**Run 1: port wiring**

The bar under the picture is 20 um long.
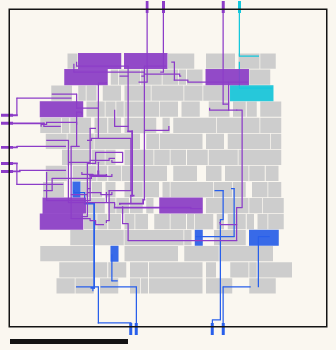
**Run 1: where the registers sit**

The bar under the picture is 20 um long. Other sequential cells in the stronger gray, the rest of the logic in the fainter gray.
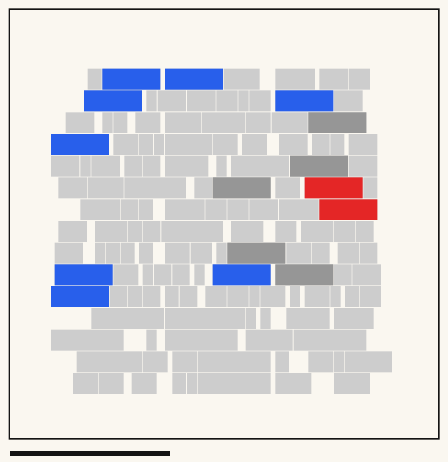
**Run 1: cell outlines without signal wires**

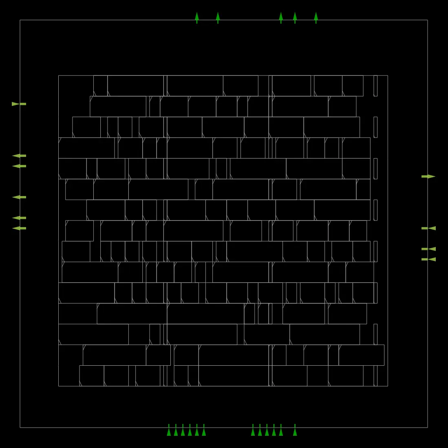
**Run 1: local utilization**

The bar under the picture is 20 um long. The die is cut into 11 by 11 equal tiles; white is low, dark blue is high, 0 to 100% covered.
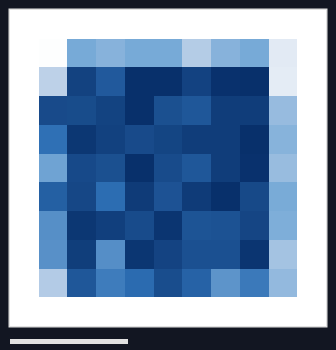
`src/rtl/threshold_detector_if.sv`:
```
// Sample/threshold bus for threshold_detector: the master drives samples and
// configuration, the slave returns the debounced flag, edge pulses and count.
interface threshold_detector_if #(
  parameter int WIDTH = 4,
  parameter int CNT_W = 8
);
  logic             in_valid;
  logic [WIDTH-1:0] a;
  logic [WIDTH-1:0] thr_hi;
  logic [WIDTH-1:0] thr_lo;
  logic             mode;
  logic             b;
  logic             rise;
  logic             fall;
  logic [CNT_W-1:0] events;

  modport master (
    output in_valid, a, thr_hi, thr_lo, mode,
    input  b, rise, fall, events
  );

  modport slave (
    input  in_valid, a, thr_hi, thr_lo, mode,
    output b, rise, fall, events
  );
endinterface

```
`src/rtl/threshold_detector.sv`:
```
// Debounced hysteresis threshold detector with edge pulses and a saturating
// count of rising edges. All outputs are registered.
module threshold_detector #(
  parameter int WIDTH    = 4,
  parameter int DEBOUNCE = 3,
  parameter int CNT_W    = 8
) (
  input logic                 clk,
  input logic                 rst,
  threshold_detector_if.slave bus
);

  localparam int CW = $clog2(DEBOUNCE + 1);
  localparam logic [CW-1:0] DEB_C = CW'(DEBOUNCE);

  typedef enum logic [1:0] {
    IDLE,
    ARMING,
    ACTIVE,
    RELEASING
  } state_t;

  state_t           state_q, state_d;
  logic [CW-1:0]    cnt_q, cnt_d, cnt_inc;
  logic             mode_q;
  logic             set_qual, clr_qual;
  logic             b_d;
  logic             b_q, rise_q, fall_q;
  logic [CNT_W-1:0] events_q;

  // Strict unsigned comparisons; the sense of set/clear swaps with mode.
  always_comb begin
    set_qual = '0;
    clr_qual = '0;
    if (bus.mode) begin
      set_qual = bus.a < bus.thr_lo;
      clr_qual = bus.a > bus.thr_hi;
    end else begin
      set_qual = bus.a > bus.thr_hi;
      clr_qual = bus.a < bus.thr_lo;
    end
  end

  // Next-state and debounce counter. IDLE/ACTIVE always hold cnt_q=0, so the
  // first qualifying sample shares the ARMING/RELEASING terminal-count test,
  // which also covers DEBOUNCE=1 going straight across.
  always_comb begin
    state_d = state_q;
    cnt_d   = cnt_q;
    cnt_inc = cnt_q + 1'b1;
    if (bus.mode != mode_q) begin
      cnt_d = '0;
      if (state_q == ARMING)    state_d = IDLE;
      if (state_q == RELEASING) state_d = ACTIVE;
    end else if (bus.in_valid) begin
      case (state_q)
        IDLE, ARMING: begin
          if (set_qual) begin
            if (cnt_inc == DEB_C) begin
              state_d = ACTIVE;
              cnt_d   = '0;
            end else begin
              state_d = ARMING;
              cnt_d   = cnt_inc;
            end
          end else begin
            state_d = IDLE;
            cnt_d   = '0;
          end
        end
        default: begin
          if (clr_qual) begin
            if (cnt_inc == DEB_C) begin
              state_d = IDLE;
              cnt_d   = '0;
            end else begin
              state_d = RELEASING;
              cnt_d   = cnt_inc;
            end
          end else begin
            state_d = ACTIVE;
            cnt_d   = '0;
          end
        end
      endcase
    end
    b_d = (state_d == ACTIVE) || (state_d == RELEASING);
  end

  // State, mode register and registered outputs.
  always_ff @(posedge clk) begin
    if (rst) begin
      state_q  <= IDLE;
      cnt_q    <= '0;
      mode_q   <= bus.mode;
      b_q      <= '0;
      rise_q   <= '0;
      fall_q   <= '0;
      events_q <= '0;
    end else begin
      state_q <= state_d;
      cnt_q   <= cnt_d;
      mode_q  <= bus.mode;
      b_q     <= b_d;
      rise_q  <= b_d & ~b_q;
      fall_q  <= ~b_d & b_q;
      if (b_d && !b_q && events_q != '1) events_q <= events_q + 1'b1;
    end
  end

  assign bus.b      = b_q;
  assign bus.rise   = rise_q;
  assign bus.fall   = fall_q;
  assign bus.events = events_q;

endmodule

```
`src/flat_wrapper.sv`:
```
// flat-port wrapper written by rule: the top's interface ports become plain ports
module threshold_detector_flat 
#(
  parameter int WIDTH    = 4,
  parameter int DEBOUNCE = 3,
  parameter int CNT_W    = 8
)
  (clk, rst, bus_in_valid, bus_a, bus_thr_hi, bus_thr_lo, bus_mode, bus_b, bus_rise, bus_fall, bus_events);
  threshold_detector_if #(.WIDTH(WIDTH), .CNT_W(CNT_W)) bus_i ();
  input logic clk;
  input logic rst;
  input wire logic [$bits(bus_i.in_valid)-1:0] bus_in_valid;
  input wire logic [$bits(bus_i.a)-1:0] bus_a;
  input wire logic [$bits(bus_i.thr_hi)-1:0] bus_thr_hi;
  input wire logic [$bits(bus_i.thr_lo)-1:0] bus_thr_lo;
  input wire logic [$bits(bus_i.mode)-1:0] bus_mode;
  output wire logic [$bits(bus_i.b)-1:0] bus_b;
  output wire logic [$bits(bus_i.rise)-1:0] bus_rise;
  output wire logic [$bits(bus_i.fall)-1:0] bus_fall;
  output wire logic [$bits(bus_i.events)-1:0] bus_events;
  assign bus_i.in_valid = bus_in_valid;
  assign bus_i.a = bus_a;
  assign bus_i.thr_hi = bus_thr_hi;
  assign bus_i.thr_lo = bus_thr_lo;
  assign bus_i.mode = bus_mode;
  assign bus_b = bus_i.b;
  assign bus_rise = bus_i.rise;
  assign bus_fall = bus_i.fall;
  assign bus_events = bus_i.events;
  threshold_detector #(.WIDTH(WIDTH), .DEBOUNCE(DEBOUNCE), .CNT_W(CNT_W)) u_core (.clk(clk), .rst(rst), .bus(bus_i));
endmodule
```
`config.mk`:
```
export PLATFORM = sky130hd
export DESIGN_NAME = threshold_detector_flat
export DESIGN_NICKNAME = d
export VERILOG_FILES = /design/src/rtl/threshold_detector_if.sv /design/src/rtl/threshold_detector.sv /design/src/flat_wrapper.sv
export SDC_FILE = /design/constraint.sdc
export NUM_CORES = 1
export LEC_CHECK = 0
export CAP_MARGIN = 20
export CORE_MARGIN = 5
export CORE_UTILIZATION = 48
export CTS_BUF_LIST = sky130_fd_sc_hd__clkbuf_8
export CTS_CLUSTER_SIZE = 28
export DETAILED_ROUTE_END_ITERATION = 12
export GPL_TIMING_DRIVEN = 1
export PLACE_DENSITY = 0.88
export SETUP_SLACK_MARGIN = 0.5
export SLEW_MARGIN = 20
export SYNTH_ARGS = -nofsm -noshare
export SYNTH_HDL_FRONTEND = slang
export SYNTH_SLANG_ARGS = --single-unit
```
`constraint.sdc`:
```
create_clock -name clk -period 3.1 [get_ports clk]
set_input_delay 0.62 -clock clk [delete_from_list [all_inputs] [get_ports clk]]
set_output_delay 0.62 -clock clk [all_outputs]
set_load 0.01 [all_outputs]
```
==> flow_metrics.py, run 1 <==
# Auto-generated metrics
metrics = {
    "synth": {
        "synth_warnings": 0,
        "yosysMostFrequentCell": "dfxtp_1",
        "syn_area_um2": 910,
        "edf_count": 0,
    },
    "pwr": {
        "p_leak_nw": 0.586,
        "p_sw_mw": 0.123,
        "seq-power_mw": 0.196,
    },
    "drt": {
        "top_layer_used": "met4",
        "drt_wl_total_mm": 3.02,
        "vias": 927,
    },
    "floorplanning": {
        "ios": 27,
        "die_h_um": 53.5,
    },
    "place": {
        "portBuffers": 26,
        "pre_cts_slack_ns": 0.0668,
        "placed_area_um2": 1200,
    },
    "cts": {
        "insertion_delay_ns": 0.25,
        "cts.htree.levels": 1,
        "cts_hold_buf": 0,
        "post_cts_buffers": 5,
    },
    "timing": {
        "setup_tns_ns": 0,
        "layout_setup_ws_ns": 0.516,
    },
    "finish": {
        "buf_share": 0.217,
    },
    "setup_path": {
        "path_cells": "dlygate4sd2_1 -> inv_2 -> ha_4 -> o21ai_2 -> a21oi_4 -> o211ai_1 -> mux4_2 -> buf_6 -> o211ai_4 -> or3_1 -> a21oi_2",
        "cp-startpoint": "bus_thr_hi[2]",
    },
    "grt": {
        "gr-usage-met2": 0.400,
    },
    "run_status": {
        "outcome": "completed",
    },
}
## Picture notes: 'port wiring'
legend:
  bus_rise:
    color: cyan
    bits: 1
    direction: output
    edge: top
    end_cells: 1
    buffers: 1
    wire: 20.8 um
  bus_thr_lo:
    color: blue
    bits: 4
    direction: input
    edge: bottom
    end_cells: 4
    buffers: 4
    wire: 116 um
  bus_events:
    color: purple
    bits: 8
    direction: output
    edge: 5 left, 3 top
    end_cells: 8
    buffers: 8
    wire: 472 um

## Picture notes: 'where the registers sit'
legend:
  u_core.cnt_q:
    color: red
    flops: 2
  u_core.bus.events:
    color: blue
    flops: 8

## Picture notes: 'cell outlines without signal wires'
Final Core Density: 0.845
num rows: 15
Seq cells: 15

## Picture notes: 'local utilization'
tiles over 75% full: 45%
nearly empty tiles: 34%
mean over tiles: 51%
fullest tile: 100%
densest ninth of the die: middle

**Run 1: supply network**

The bar under the picture is 20 um long. Pins as bars on the die edge. Tap cells in gray.
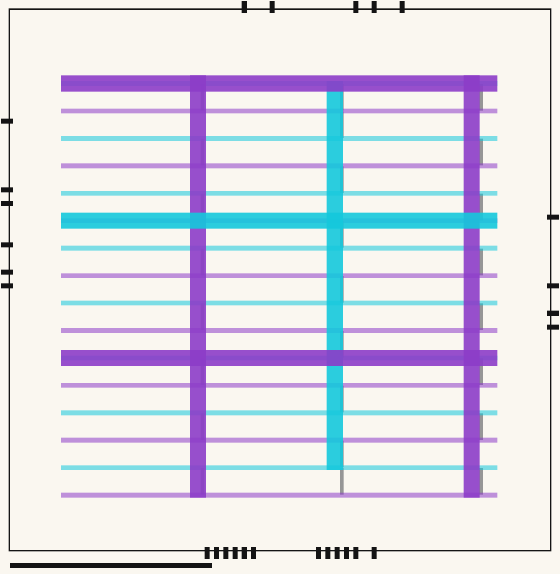

--- run 2 (diff from run 1) ---
clock period = 2.4 ns   (was 3.1 ns; I/O delays follow)
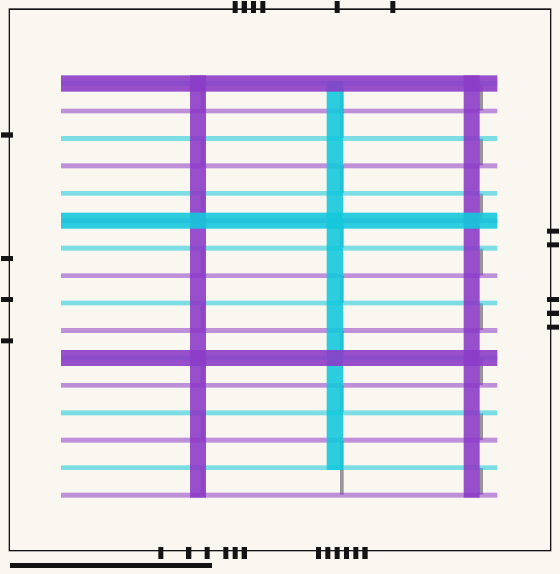
**Above:** run 2 (supply network).
The bar under the picture is 20 um long. Pins as bars on the die edge. Tap cells in gray.
legend:
  VSS:
    color: purple
  VDD:
    color: cyan
met5 straps: 3
signal pins: 27
met1 rails: 16

==> run 2 against run 1 <==
Design area rose by 1.3%. Power rose by 29%. Critical path depth fell by 1. Die area did not move. Non-clock buffer count rose by 3. Core utilization rose by 1.1 points. Synthesized area did not move. Highest routed layer unchanged.
==> flow_metrics.py, run 2 <==
# Auto-generated metrics
metrics = {
    "timing": {
        "layout_setup_ws_ns": 0.174,
        "fmax_mhz": 449,
        "setup_tns_ns": 0,
        "finalClockPeriodUsage": 0.927,
    },
    "pwr": {
        "seq-power_mw": 0.253,
        "p_leak_nw": 0.595,
        "p_sw_mw": 0.152,
        "power_clock_mw": 0.206,
    },
    "run": {
        "warning_count": 29,
    },
    "finish": {
        "flop-count": 15,
        "buf_share": 0.236,
        "final_core_util": 0.857,
        "nMultiInputCombCells": 72,
        "largest_reg_flops": 8,
    },
    "synth": {
        "syn_area_um2": 910,
        "synth_warnings": 0,
        "synth_chip_area_um2": 910,
        "ys_types": 37,
        "edf_count": 0,
        "yosysMostFrequentCell": "dfxtp_1",
    },
    "grt": {
        "grt_use_met1": 0.205,
        "gr-usage-met2": 0.308,
    },
    "cts": {
        "insertion_delay_ns": 0.26,
        "post_cts_buffers": 3,
    },
    "place": {
        "placed_area_um2": 1290,
        "portBuffers": 26,
    },
    "floorplanning": {
        "rows": 15,
        "ios": 27,
        "die_h_um": 53.5,
    },
    "drt": {
        "vias": 902,
        "top_layer_used": "met4",
        "drt_wl_total_mm": 2.58,
    },
    "run_status": {
        "outcome": "completed",
    },
    "setup_path": {
        "path_cells": "buf_8 -> ha_4 -> or2_1 -> a21oi_2 -> or2_1 -> mux4_2 -> o211ai_4 -> buf_6 -> or3_4 -> a21oi_2",
        "cp-startpoint": "bus_a[2]",
    },
}
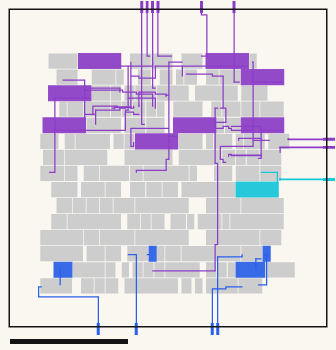
**Above:** run 2 (port wiring).
The bar under the picture is 20 um long.
legend:
  bus_events:
    color: purple
    bits: 8
    direction: output
    edge: 6 top, 2 right
    end_cells: 8
    buffers: 8
    wire: 394 um
  bus_thr_lo:
    color: blue
    bits: 4
    direction: input
    edge: bottom
    end_cells: 4
    buffers: 4
    wire: 69.9 um
  bus_rise:
    color: cyan
    bits: 1
    direction: output
    edge: right
    end_cells: 1
    buffers: 1
    wire: 12.1 um

Power and IR drop assume default switching activity.
